--- src/rtl/bus_arbiter_pkg.sv ---
// Shared CPU bus constants and the arbiter state encoding.
// Used by bus_arbiter (optional watchdog enabled with ARB_TIMEOUT_EN) and its rr_pick helper.
package bus_arbiter_pkg;

  localparam int WORD        = 32;
  localparam int WORD_ADDR_W = 30;
  localparam int NUM_M_DEF   = 4;

  localparam int M_IF  = 0;
  localparam int M_MEM = 1;

  typedef enum logic {
    ST_IDLE  = 1'b0,
    ST_OWNED = 1'b1
  } arb_state_e;

endpackage

--- src/rtl/bus_arbiter_rr_pick.sv ---
// Combinational round-robin priority encoder: first requester at or above ptr,
// wrapping modulo N, skipping any master set in the exclude mask.
module bus_arbiter_rr_pick
  import bus_arbiter_pkg::*;
#(
  parameter int N  = NUM_M_DEF,
  parameter int IW = $clog2(N)
) (
  input  logic [N-1:0]  req,
  input  logic [IW-1:0] ptr,
  input  logic [N-1:0]  excl,
  output logic [IW-1:0] winner,
  output logic          found
);

  localparam logic [IW-1:0] LAST = IW'(N - 1);

  logic [N-1:0]  cand;
  logic [IW-1:0] idx;

  // Explicit wrap compare keeps the scan inside 0..N-1 for non-power-of-2 N.
  always_comb begin
    cand   = req & ~excl;
    found  = 1'b0;
    winner = '0;
    idx    = ptr;
    for (int k = 0; k < N; k++) begin
      if (!found && cand[idx]) begin
        found  = 1'b1;
        winner = idx;
      end
      idx = (idx == LAST) ? '0 : idx + 1'b1;
    end
  end

endmodule

--- src/rtl/bus_arbiter.sv ---
// Round-robin owner-holds arbiter for the shared CPU bus with owner datapath mux.
// Define ARB_TIMEOUT_EN to add the grant watchdog and the arb_timeout pulse output.
module bus_arbiter
  import bus_arbiter_pkg::*;
#(
  parameter int NUM_M   = NUM_M_DEF,
  parameter int ADDR_W  = WORD_ADDR_W,
  parameter int DATA_W  = WORD,
  parameter int TIMEOUT = 255,
  parameter int IW      = $clog2(NUM_M)
) (
  input  logic                      clk,
  input  logic                      rst,
  input  logic [NUM_M-1:0]          m_req,
  input  logic [NUM_M*ADDR_W-1:0]   m_addr,
  input  logic [NUM_M-1:0]          m_as,
  input  logic [NUM_M-1:0]          m_rw,
  input  logic [NUM_M*DATA_W-1:0]   m_wr_data,
  output logic [NUM_M-1:0]          m_grnt,
  output logic [NUM_M-1:0]          m_rdy,
  output logic [DATA_W-1:0]         m_rd_data,
  output logic [ADDR_W-1:0]         s_addr,
  output logic                      s_as,
  output logic                      s_rw,
  output logic [DATA_W-1:0]         s_wr_data,
  input  logic [DATA_W-1:0]         s_rd_data,
  input  logic                      s_rdy,
  output logic [IW-1:0]             owner,
  output logic                      owner_vld
`ifdef ARB_TIMEOUT_EN
  ,
  output logic                      arb_timeout
`endif
);

  localparam logic [IW-1:0] LAST = IW'(NUM_M - 1);

  if ((NUM_M < 2) || (NUM_M > 8) || (TIMEOUT < 1)) begin : g_bad_param
    $error("bus_arbiter: NUM_M must be 2..8 and TIMEOUT at least 1");
  end

  arb_state_e       state, state_n;
  logic [IW-1:0]    ptr, ptr_n, owner_n, owner_inc, pick_ptr, winner;
  logic [NUM_M-1:0] excl, grnt_n;
  logic             found, vld_n, release_now, timeout_hit;

  bus_arbiter_rr_pick #(.N(NUM_M), .IW(IW)) u_pick (
    .req    (m_req),
    .ptr    (pick_ptr),
    .excl   (excl),
    .winner (winner),
    .found  (found)
  );

  assign owner_vld = (state == ST_OWNED);

  // While owned, the only arbitration that matters is a release, which
  // restarts the scan just past the owner and never hands back to it.
  always_comb begin
    owner_inc = (owner == LAST) ? '0 : owner + 1'b1;
    pick_ptr  = (state == ST_OWNED) ? owner_inc : ptr;
    excl      = '0;
    if (state == ST_OWNED) excl[owner] = 1'b1;
  end

  assign release_now = (state == ST_OWNED) && (!m_req[owner] || timeout_hit);

  always_comb begin
    state_n = state;
    owner_n = owner;
    ptr_n   = ptr;
    vld_n   = owner_vld;
    grnt_n  = '0;
    case (state)
      ST_IDLE: begin
        if (found) begin
          state_n = ST_OWNED;
          owner_n = winner;
          vld_n   = 1'b1;
        end
      end
      ST_OWNED: begin
        if (release_now) begin
          ptr_n = owner_inc;
          if (found) begin
            owner_n = winner;
          end else begin
            state_n = ST_IDLE;
            vld_n   = 1'b0;
          end
        end
      end
      default: state_n = ST_IDLE;
    endcase
    for (int i = 0; i < NUM_M; i++) grnt_n[i] = vld_n && (owner_n == IW'(i));
  end

  always_ff @(posedge clk) begin
    if (rst) begin
      state  <= ST_IDLE;
      owner  <= '0;
      ptr    <= '0;
      m_grnt <= '0;
    end else begin
      state  <= state_n;
      owner  <= owner_n;
      ptr    <= ptr_n;
      m_grnt <= grnt_n;
    end
  end

`ifdef ARB_TIMEOUT_EN
  localparam int CW = $clog2(TIMEOUT + 1);

  logic [CW-1:0] to_cnt;

  // Revoke on the edge that completes the TIMEOUT-th owned cycle without rdy.
  assign timeout_hit = (state == ST_OWNED) && !s_rdy && (to_cnt == CW'(TIMEOUT - 1));

  always_ff @(posedge clk) begin
    if (rst) begin
      to_cnt      <= '0;
      arb_timeout <= 1'b0;
    end else begin
      arb_timeout <= timeout_hit;
      if ((grnt_n != m_grnt) || s_rdy) to_cnt <= '0;
      else if (state == ST_OWNED)      to_cnt <= to_cnt + 1'b1;
    end
  end
`else
  assign timeout_hit = 1'b0;
`endif

  always_comb begin
    s_addr    = '0;
    s_as      = 1'b0;
    s_rw      = 1'b0;
    s_wr_data = '0;
    if (owner_vld) begin
      s_addr    = m_addr[owner*ADDR_W +: ADDR_W];
      s_as      = m_as[owner];
      s_rw      = m_rw[owner];
      s_wr_data = m_wr_data[owner*DATA_W +: DATA_W];
    end
    for (int i = 0; i < NUM_M; i++) m_rdy[i] = s_rdy && owner_vld && (owner == IW'(i));
  end

  assign m_rd_data = s_rd_data;

endmodule

--- config.mk ---
export PLATFORM = sky130hd
export DESIGN_NAME = bus_arbiter
export DESIGN_NICKNAME = d
export VERILOG_FILES = /design/src/rtl/bus_arbiter_pkg.sv /design/src/rtl/bus_arbiter_rr_pick.sv /design/src/rtl/bus_arbiter.sv
export SDC_FILE = /design/constraint.sdc
export NUM_CORES = 1
export LEC_CHECK = 0
export CAP_MARGIN = 25
export CELL_PAD_IN_SITES_DETAIL_PLACEMENT = 0
export CELL_PAD_IN_SITES_GLOBAL_PLACEMENT = 1
export CORE_MARGIN = 8
export CORE_UTILIZATION = 15
export DETAILED_ROUTE_END_ITERATION = 10
export PLACE_DENSITY_LB_ADDON = 0.1
export SLEW_MARGIN = 20
export SYNTH_ARGS = -nofsm -noshare
export SYNTH_HDL_FRONTEND = slang
export SYNTH_SLANG_ARGS = --single-unit
export TNS_END_PERCENT = 5
--- constraint.sdc ---
create_clock -name clk -period 3.2 [get_ports clk]
set_input_delay 0.64 -clock clk [delete_from_list [all_inputs] [get_ports clk]]
set_output_delay 0.64 -clock clk [all_outputs]
set_load 0.1 [all_outputs]
I/O nets highlighted:
Bar = 50 microns.
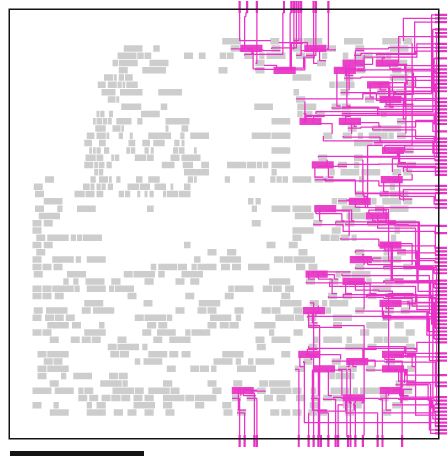
| color | port | bits | direction | edge | end cells | buffers | wire |
|---|---|---|---|---|---|---|---|
| magenta | `m_addr` | 120 | input | 89 right, 19 bottom, 12 top | 30 | 120 | 5050 microns |
I/O Pins: 402
Port Buffers: 337

M1 wires:
Bar = 50 microns. Supply wires on this layer in gray. Cells faint in the background.
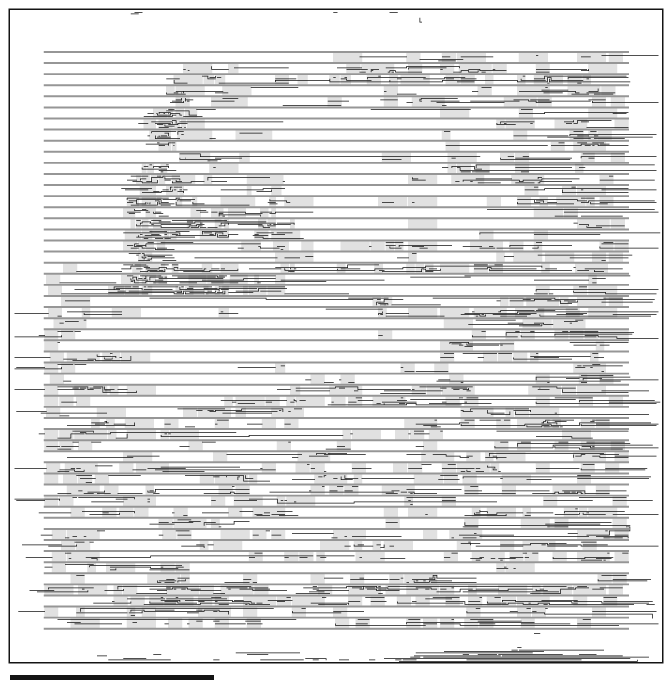
main direction: horizontal
nets with wire on the layer: 768
longest straight run: 68.5 microns
share of all routed wire: 38%
final wirelength: 22050 microns
GRT met1 Usage: 17.33%
via count: 3734

Routed metal, one color a layer:
Only two layers are drawn.
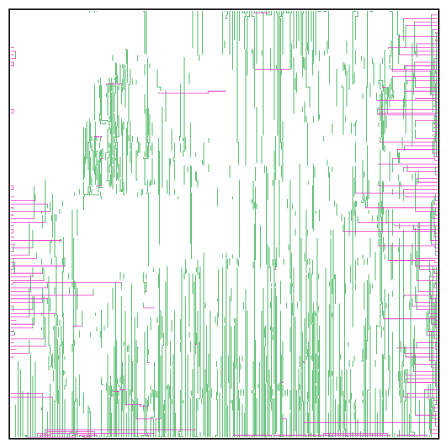
| color | layer | wire length |
|---|---|---|
| magenta | met3 | 1780 microns |
| green | met2 | 11600 microns |
gr usage total: 16.49%
drt wl/cell: 25.64 microns

Sequential cells grouped by signal name:
Bar = 50 microns. Other sequential cells in the stronger gray, the rest of the logic in the fainter gray.
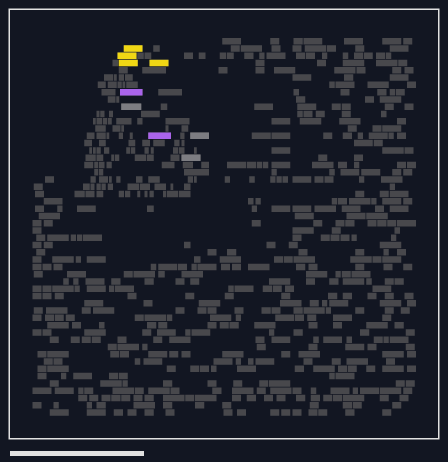
| color | signal | placed flops |
|---|---|---|
| purple | `owner` | 2 |
| yellow | `m_grnt` | 4 |
flop share of the area: 2.586%
P_seq: 0.232 mW
final core utilization: 35.99%
FF/Latch Area: 188.9 sq um

Congestion heat map:
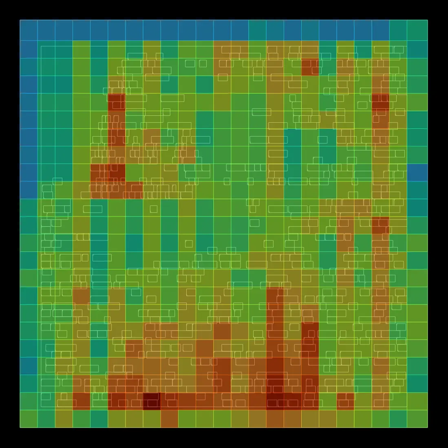
GRT busiest layer: met2
met3 Usage GRT: 5.450%
met2 Usage GRT: 31.08%

==> state kept, by name, indices dropped and copies added (netlist names) <==
name,flops
ptr,2
owner,2
m_grnt,4
owner_vld,1
==> metal layers <==
layer / global-route usage (%) / up-vias
met5: 0 / -
met4: 3.951 / 0
met3: 5.450 / 26
met2: 31.08 / 215
met1: 17.33 / 1797
li1: - / 1696
==> cell families (layout without fill, tap and decap cells) <==
group | Yosys count | after routing
AND/OR/NAND/NOR | 110 | 110
multiplexers | 72 | 72
buffers and inverters | 61 | 353
AND-OR/OR-AND | 34 | 34
flip-flops | 9 | 9
adder cells (fa/ha/maj) | 5 | 5
XOR/XNOR | 2 | 2
other | 0 | 5
==> out/qor.txt <==
largest net degree at the start of global routing: 36
asr flop ratio synth: 0%
CTS tree: yes
CTS root buffer: clkbuf_16
Worst Setup EP: m_grnt[3]
Gate Area: 0.002551 sq mm
Net Count, Synth: 593
Seq share, synth: 5.802%
status: complete, no violations
CP Cell Sequence: inv_1 -> ha_1 -> mux2i_2 -> o21ai_0 -> nand4_1 -> o211a_2 -> o21ai_1 -> a221o_1 -> and4_1
nonclk buf count: 345
routed metal-1 wirelength: 8281 microns
Ys Warns: 0
Syn Std Cell Area: 0.003105 sq mm
most numerous logic cell after layout: clkdlybuf4s50_1
Clock buf/inv share: 1.079%
min-delay src: ptr[0]
Flops: 9
core area: 0.02030 sq mm
area leader, netlist: mux4_2
Clk. pwr: 0.219 mW
Seq cells post-synth: 9
combinational share of cell area: 34.92%
total power: 5.838 mW
most frequent cells in the layout: 262 x clkdlybuf4s50_1, 70 x buf_12, 64 x mux4_2, 64 x and2_1, 13 x buf_4
Cell Type Count: 52
clk latency late pin: 0.23 ns
hold path depth: 2
area fraction in mux cells: 49.27%
post-route insts no fill: 860
post-synthesis average cell area: 10.60 sq um
Register-to-Register Path Depth: 9
share of cells above drive strength 1: 28.21%
Register-to-Register Setup Slack: 0.24 ns
top cells by count, synth: 64 x and2_1, 64 x mux4_2, 32 x buf_4
Max stage delay cell, worst path: dfxtp_4
Fin Setup TNS: 0 ns
CP top delay family: AND-OR/OR-AND gates
Inst Count DP: 851
Power is estimated from default activity; no workload was simulated.
